[config.mk]
export PLATFORM = sky130hd
export DESIGN_NAME = leve2_ifetch_flat
export DESIGN_NICKNAME = d
export VERILOG_FILES = /design/src/rtl/leve2_ifetch_if.sv /design/src/rtl/leve2_ifetch.sv /design/src/flat_wrapper.sv
export SDC_FILE = /design/constraint.sdc
export NUM_CORES = 1
export LEC_CHECK = 0
export CAP_MARGIN = 5
export CELL_PAD_IN_SITES_DETAIL_PLACEMENT = 2
export CELL_PAD_IN_SITES_GLOBAL_PLACEMENT = 2
export CORE_MARGIN = 2
export CORE_UTILIZATION = 43
export CTS_CLUSTER_DIAMETER = 150
export DETAILED_ROUTE_END_ITERATION = 6
export PLACE_DENSITY = 0.91
export SETUP_SLACK_MARGIN = 0.4
export SLEW_MARGIN = 20
export SYNTH_ARGS = -nofsm -noshare
export SYNTH_HDL_FRONTEND = slang
export SYNTH_SLANG_ARGS = --single-unit
[constraint.sdc]
create_clock -name CLK -period 9.62 [get_ports CLK]
set_input_delay 0.962 -clock CLK [delete_from_list [all_inputs] [get_ports CLK]]
set_output_delay 0.962 -clock CLK [all_outputs]
set_load 0.05 [all_outputs]
[src/rtl/leve2_ifetch_if.sv]
// Signal bundle between the instruction fetch unit, its AXI read port and decode.
interface leve2_ifetch_if #(
   parameter int XLEN = 32
);
   logic            IPC_WE;
   logic [XLEN-1:0] INEXT_PC;

   logic            IF_VALID;
   logic            IF_READY;
   logic [XLEN-1:0] IF_PC;
   logic [31:0]     IF_INSTR;
   logic            IF_ERR;

   logic            RII_ARVALID;
   logic            RII_ARREADY;
   logic [XLEN-1:0] RII_ARADDR;

   logic            RII_RVALID;
   logic            RII_RREADY;
   logic [31:0]     RII_RDATA;
   logic [1:0]      RII_RRESP;

   modport master (
      input  IPC_WE, INEXT_PC,
      output IF_VALID, IF_PC, IF_INSTR, IF_ERR,
      input  IF_READY,
      output RII_ARVALID, RII_ARADDR,
      input  RII_ARREADY,
      input  RII_RVALID, RII_RDATA, RII_RRESP,
      output RII_RREADY
   );

   modport slave (
      output IPC_WE, INEXT_PC,
      input  IF_VALID, IF_PC, IF_INSTR, IF_ERR,
      output IF_READY,
      input  RII_ARVALID, RII_ARADDR,
      output RII_ARREADY,
      output RII_RVALID, RII_RDATA, RII_RRESP,
      input  RII_RREADY
   );
endinterface

[src/rtl/leve2_ifetch.sv]
// Sequential instruction prefetcher: issues AXI reads ahead of decode into a small
// queue, with redirect support that discards responses still in flight.
module leve2_ifetch #(
   parameter int              XLEN         = 32,
   parameter int              DEPTH        = 4,
   parameter int              MAX_OUT      = 2,
   parameter logic [XLEN-1:0] RESET_VECTOR = '0
) (
   input logic            CLK,
   input logic            RSTn,
   leve2_ifetch_if.master bus
);
   localparam int PW = $clog2(DEPTH);
   localparam int CW = $clog2(DEPTH) + 1;
   localparam int OW = $clog2(MAX_OUT) + 1;
   localparam int SW = 6;

   typedef struct packed {
      logic [XLEN-1:0] pc;
      logic [31:0]     instr;
      logic            err;
   } entry_t;

   logic            run_reg;
   logic [XLEN-1:0] fetch_pc_reg, fetch_pc_next;
   logic [XLEN-1:0] resp_pc_reg, resp_pc_next;
   logic [OW-1:0]   outstanding_reg, outstanding_next;
   logic [OW-1:0]   drop_cnt_reg, drop_cnt_next;
   logic            head_valid_reg, head_valid_next;
   entry_t          head_reg, head_next;
   entry_t          tail_mem [DEPTH];
   logic [PW-1:0]   wr_ptr_reg, wr_ptr_next;
   logic [PW-1:0]   rd_ptr_reg, rd_ptr_next;
   logic [CW-1:0]   tail_cnt_reg, tail_cnt_next;

   logic            ar_valid, ar_hs, r_hs, redirect;
   logic            push, pop, head_load, pull_tail, push_tail;
   logic [SW-1:0]   occupancy;
   logic [XLEN-1:0] target_pc;
   entry_t          r_entry;

   assign target_pc = {bus.INEXT_PC[XLEN-1:2], 2'b00};

   // Reads still in flight (including ones to be discarded) reserve queue space.
   assign occupancy = SW'(outstanding_reg) + SW'(tail_cnt_reg) + SW'(head_valid_reg);
   assign ar_valid  = run_reg && (outstanding_reg < OW'(MAX_OUT)) && (occupancy < SW'(DEPTH));
   assign ar_hs     = ar_valid && bus.RII_ARREADY;
   assign r_hs      = run_reg && bus.RII_RVALID;
   assign redirect  = bus.IPC_WE;

   assign push      = r_hs && !redirect && (drop_cnt_reg == '0);
   assign pop       = head_valid_reg && bus.IF_READY;
   assign head_load = !head_valid_reg || pop;
   assign pull_tail = head_load && (tail_cnt_reg != '0);
   assign push_tail = push && !(head_load && (tail_cnt_reg == '0));

   assign r_entry = '{pc: resp_pc_reg, instr: bus.RII_RDATA, err: (bus.RII_RRESP != 2'b00)};

   always_comb begin
      fetch_pc_next    = fetch_pc_reg;
      resp_pc_next     = resp_pc_reg;
      outstanding_next = outstanding_reg + OW'(ar_hs) - OW'(r_hs);
      drop_cnt_next    = drop_cnt_reg;
      head_valid_next  = head_valid_reg;
      head_next        = head_reg;
      wr_ptr_next      = wr_ptr_reg;
      rd_ptr_next      = rd_ptr_reg;
      tail_cnt_next    = tail_cnt_reg;

      if (redirect) begin
         // Everything still outstanding after this cycle belongs to the old stream.
         fetch_pc_next   = target_pc;
         resp_pc_next    = target_pc;
         drop_cnt_next   = outstanding_next;
         head_valid_next = 1'b0;
         wr_ptr_next     = '0;
         rd_ptr_next     = '0;
         tail_cnt_next   = '0;
      end else begin
         if (ar_hs) begin
            fetch_pc_next = fetch_pc_reg + XLEN'(4);
         end
         if (push) begin
            resp_pc_next = resp_pc_reg + XLEN'(4);
         end
         if (r_hs && (drop_cnt_reg != '0)) begin
            drop_cnt_next = drop_cnt_reg - OW'(1);
         end

         if (pull_tail) begin
            head_next       = tail_mem[rd_ptr_reg];
            head_valid_next = 1'b1;
            rd_ptr_next     = rd_ptr_reg + PW'(1);
         end else if (head_load) begin
            head_valid_next = push;
            if (push) begin
               head_next = r_entry;
            end
         end

         if (push_tail) begin
            wr_ptr_next = wr_ptr_reg + PW'(1);
         end
         tail_cnt_next = tail_cnt_reg + CW'(push_tail) - CW'(pull_tail);
      end
   end

   always_ff @(posedge CLK) begin
      if (!RSTn) begin
         run_reg         <= 1'b0;
         fetch_pc_reg    <= RESET_VECTOR;
         resp_pc_reg     <= RESET_VECTOR;
         outstanding_reg <= '0;
         drop_cnt_reg    <= '0;
         head_valid_reg  <= 1'b0;
         head_reg        <= '0;
         wr_ptr_reg      <= '0;
         rd_ptr_reg      <= '0;
         tail_cnt_reg    <= '0;
      end else begin
         run_reg         <= 1'b1;
         fetch_pc_reg    <= fetch_pc_next;
         resp_pc_reg     <= resp_pc_next;
         outstanding_reg <= outstanding_next;
         drop_cnt_reg    <= drop_cnt_next;
         head_valid_reg  <= head_valid_next;
         head_reg        <= head_next;
         wr_ptr_reg      <= wr_ptr_next;
         rd_ptr_reg      <= rd_ptr_next;
         tail_cnt_reg    <= tail_cnt_next;
      end
   end

   // Queue body behind the head register; contents need no reset.
   always_ff @(posedge CLK) begin
      if (push_tail) begin
         tail_mem[wr_ptr_reg] <= r_entry;
      end
   end

   assign bus.RII_ARVALID = ar_valid;
   assign bus.RII_ARADDR  = fetch_pc_reg;
   assign bus.RII_RREADY  = run_reg;
   assign bus.IF_VALID    = head_valid_reg;
   assign bus.IF_PC       = head_reg.pc;
   assign bus.IF_INSTR    = head_reg.instr;
   assign bus.IF_ERR      = head_reg.err;
endmodule

[src/flat_wrapper.sv]
// flat-port wrapper written by rule: the top's interface ports become plain ports
module leve2_ifetch_flat 
#(
   parameter int              XLEN         = 32,
   parameter int              DEPTH        = 4,
   parameter int              MAX_OUT      = 2,
   parameter logic [XLEN-1:0] RESET_VECTOR = '0
)
  (CLK, RSTn, bus_IPC_WE, bus_INEXT_PC, bus_IF_VALID, bus_IF_PC, bus_IF_INSTR, bus_IF_ERR, bus_IF_READY, bus_RII_ARVALID, bus_RII_ARADDR, bus_RII_ARREADY, bus_RII_RVALID, bus_RII_RDATA, bus_RII_RRESP, bus_RII_RREADY);
  leve2_ifetch_if #(.XLEN(XLEN)) bus_i ();
  input logic CLK;
  input logic RSTn;
  input wire logic [$bits(bus_i.IPC_WE)-1:0] bus_IPC_WE;
  input wire logic [$bits(bus_i.INEXT_PC)-1:0] bus_INEXT_PC;
  output wire logic [$bits(bus_i.IF_VALID)-1:0] bus_IF_VALID;
  output wire logic [$bits(bus_i.IF_PC)-1:0] bus_IF_PC;
  output wire logic [$bits(bus_i.IF_INSTR)-1:0] bus_IF_INSTR;
  output wire logic [$bits(bus_i.IF_ERR)-1:0] bus_IF_ERR;
  input wire logic [$bits(bus_i.IF_READY)-1:0] bus_IF_READY;
  output wire logic [$bits(bus_i.RII_ARVALID)-1:0] bus_RII_ARVALID;
  output wire logic [$bits(bus_i.RII_ARADDR)-1:0] bus_RII_ARADDR;
  input wire logic [$bits(bus_i.RII_ARREADY)-1:0] bus_RII_ARREADY;
  input wire logic [$bits(bus_i.RII_RVALID)-1:0] bus_RII_RVALID;
  input wire logic [$bits(bus_i.RII_RDATA)-1:0] bus_RII_RDATA;
  input wire logic [$bits(bus_i.RII_RRESP)-1:0] bus_RII_RRESP;
  output wire logic [$bits(bus_i.RII_RREADY)-1:0] bus_RII_RREADY;
  assign bus_i.IPC_WE = bus_IPC_WE;
  assign bus_i.INEXT_PC = bus_INEXT_PC;
  assign bus_IF_VALID = bus_i.IF_VALID;
  assign bus_IF_PC = bus_i.IF_PC;
  assign bus_IF_INSTR = bus_i.IF_INSTR;
  assign bus_IF_ERR = bus_i.IF_ERR;
  assign bus_i.IF_READY = bus_IF_READY;
  assign bus_RII_ARVALID = bus_i.RII_ARVALID;
  assign bus_RII_ARADDR = bus_i.RII_ARADDR;
  assign bus_i.RII_ARREADY = bus_RII_ARREADY;
  assign bus_i.RII_RVALID = bus_RII_RVALID;
  assign bus_i.RII_RDATA = bus_RII_RDATA;
  assign bus_i.RII_RRESP = bus_RII_RRESP;
  assign bus_RII_RREADY = bus_i.RII_RREADY;
  leve2_ifetch #(.XLEN(XLEN), .DEPTH(DEPTH), .MAX_OUT(MAX_OUT), .RESET_VECTOR(RESET_VECTOR)) u_core (.CLK(CLK), .RSTn(RSTn), .bus(bus_i));
endmodule
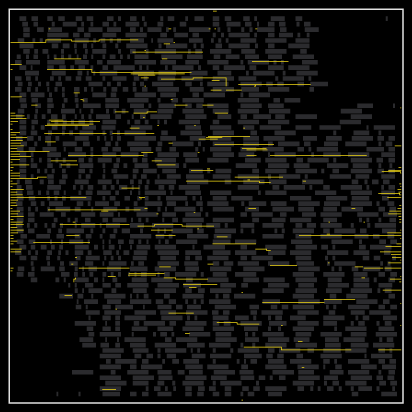
**Above:** signal wires on met3.
Scale: 2 px per um.
The layer holds 3.8% of the routed length. 162 nets have wire on it.

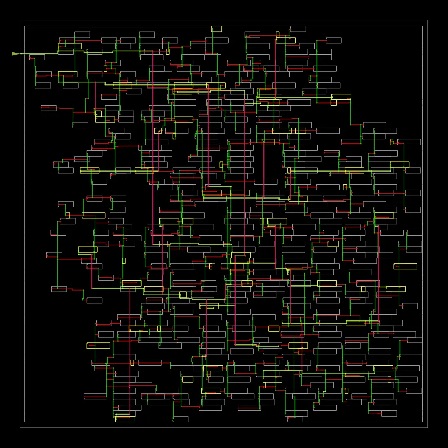
**Above:** clock nets.
total number of sequential cells: 390
Late-Pin Clk Latency: 0.55 ns
# clk buffers: 59
total CTS buffers: 42

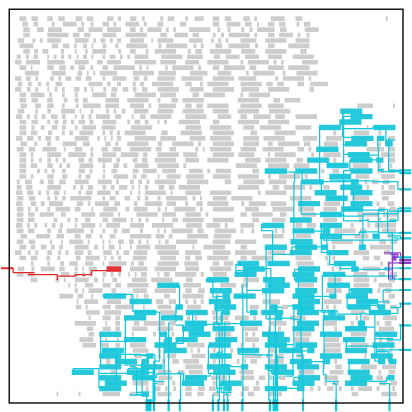
**Above:** nets reached from selected ports.
Scale: 2 px per um.
Cyan shows bus_RII_RDATA, bits 32, direction input, end cells 160, buffers 32, wire 2,820 um. Purple shows bus_RII_RRESP, bits 2, direction input, end cells 1, buffers 2, wire 45.1 um. Red shows bus_IF_VALID, bits 1, direction output, end cells 1, buffers 1, wire 66.3 um.

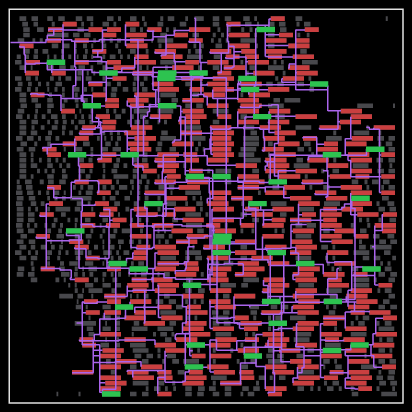
**Above:** clock wires, drivers and flops.
Scale: 2 px per um.
Purple shows clock wires, length 5,310 um. Green shows cells driving clock nets, count 42. Red shows flip-flops, count 390.
Position of the flops: widely spread. There are 43 routed clock nets.

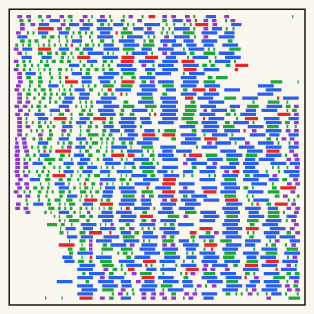
**Above:** cells coloured by class.
Scale: 1.5 px per um.
Green shows all other logic, cells 640, share of their area 28%. Blue shows flip-flops, cells 390, share of their area 55%. Purple shows other buffers and delay cells, cells 176, share of their area 9.3%. Red shows clock drivers and dummy loads, cells 78, share of their area 7.5%.

==> path summary, 6_finish.rpt <==
| kind | startpoint | endpoint | slack (ns) |
|---|---|---|---|
| worst max-delay path | u_core.tail_cnt_reg[0] | bus_RII_ARVALID | 5.47 |
| worst min-delay path | u_core.rd_ptr_reg[1] | u_core.rd_ptr_reg[1] | 0.56 |
| worst max register to register | u_core.drop_cnt_reg[0] | u_core.tail_mem[2][31] | 6.41 |
| worst min register to register | u_core.rd_ptr_reg[1] | u_core.rd_ptr_reg[1] | 0.56 |
==> per-layer routing <==
metal | up-vias | share of wire [%] | GRT usage (%)
li1 | 4566 | - | -
met5 | - | 0 | 0
met4 | 0 | 2.5 | 7.97
met1 | 5454 | 42 | 32.5
met3 | 78 | 3.8 | 3.49
met2 | 286 | 51 | 44.1
==> power by group <==
part / internal [uW] / total, uW / switching (uW)
sequential: 1950 / 2110 / 161
clock: 971 / 1660 / 690
combinational: 572 / 1570 / 993
total: 3490 / 5340 / 1840
==> layout make-up <==
class	count	area (um2)	area share [%]
clock buffer	59	1180	6.15
antenna	1	2.50	0.0130
tap	468	586	3.04
inverter	15	56.3	0.292
multi-input combinational	625	5150	26.7
clock inverter	19	213	1.10
timing repair buffer	176	1730	9.00
sequential	390	10300	53.7
==> stage by stage <==
step | instances | utilization [%]
floorplan | 1103 | -
global placement | 1674 | 49.0
detailed placement | 1674 | 49.0
CTS | 1752 | 52.8
global route | 1753 | 52.9
finish | 1753 | 52.9
==> logic make-up after synthesis <==
family | count (synthesis) | synth area share, %
muxes | 131 | 13.2
buffers and inverters | 88 | 2.61
DFF | 390 | 65.1
and+or+nand+nor | 195 | 7.25
AOI/OAI and AO/OA | 233 | 7.92
adders and majority gates | 15 | 1.28
xor gates and xnor gates | 47 | 2.59
other | 1 | 0.0236
==> job_summary.md <==
### Flow metrics

| Metric | Value |
|---|---|
| Netlist area before placement | `about 0.016 mm2` |
| Maximum number of pins on one net before global-route repair | `between 100 and 150` |
| Stage delay of the slowest cell on the critical path | `0.75 ns` |
| Die width | `between 150 and 200 um` |
| Total number of placement rows | `70` |
| Outcome | `complete, no violations` |
| CTS Hold Buffers Added | `0` |
| Last weighted congestion value of the routability-driven placer | `roughly 0.76` |
| Final antenna-violating net count | `0` |
| Area growth syn-to-layout | `21.4%` |
| Clock tree from TritonCTS | `yes` |
| Required time of the critical path | `between 8 and 9 ns` |
| Cell at the root of the clock tree | `sky130_fd_sc_hd__clkbuf_16` |
| Static leakage power | `0.00618 uW` |
| Avg WL per Cell | `around 27 um` |
| Async set-reset flop share out of synthesis | `0%` |
| # Cells Yosys | `between 1,000 and 1,500` |
| Total congestion overflow after global routing | `0` |
| Most instantiated library cell after synthesis | `sky130_fd_sc_hd__edfxtp_1` |
| Max Fanout on Critical Path | `19` |
| Post-layout worst setup margin | `about 5.5 ns` |
| Setup_tns | `0 ns` |
| Most used logic cell in the final layout | `sky130_fd_sc_hd__edfxtp_1` |
| Hold Fails Final Rpt | `0` |
| Clock transition time at the flip-flop clock pins of the worst setup and hold paths | `0.06 ns` |
| Die Ht | `just under 200 um` |
| CP top delay family | `AND-OR/OR-AND gates` |
No activity file was given, so power comes from the tool's default toggle rates.
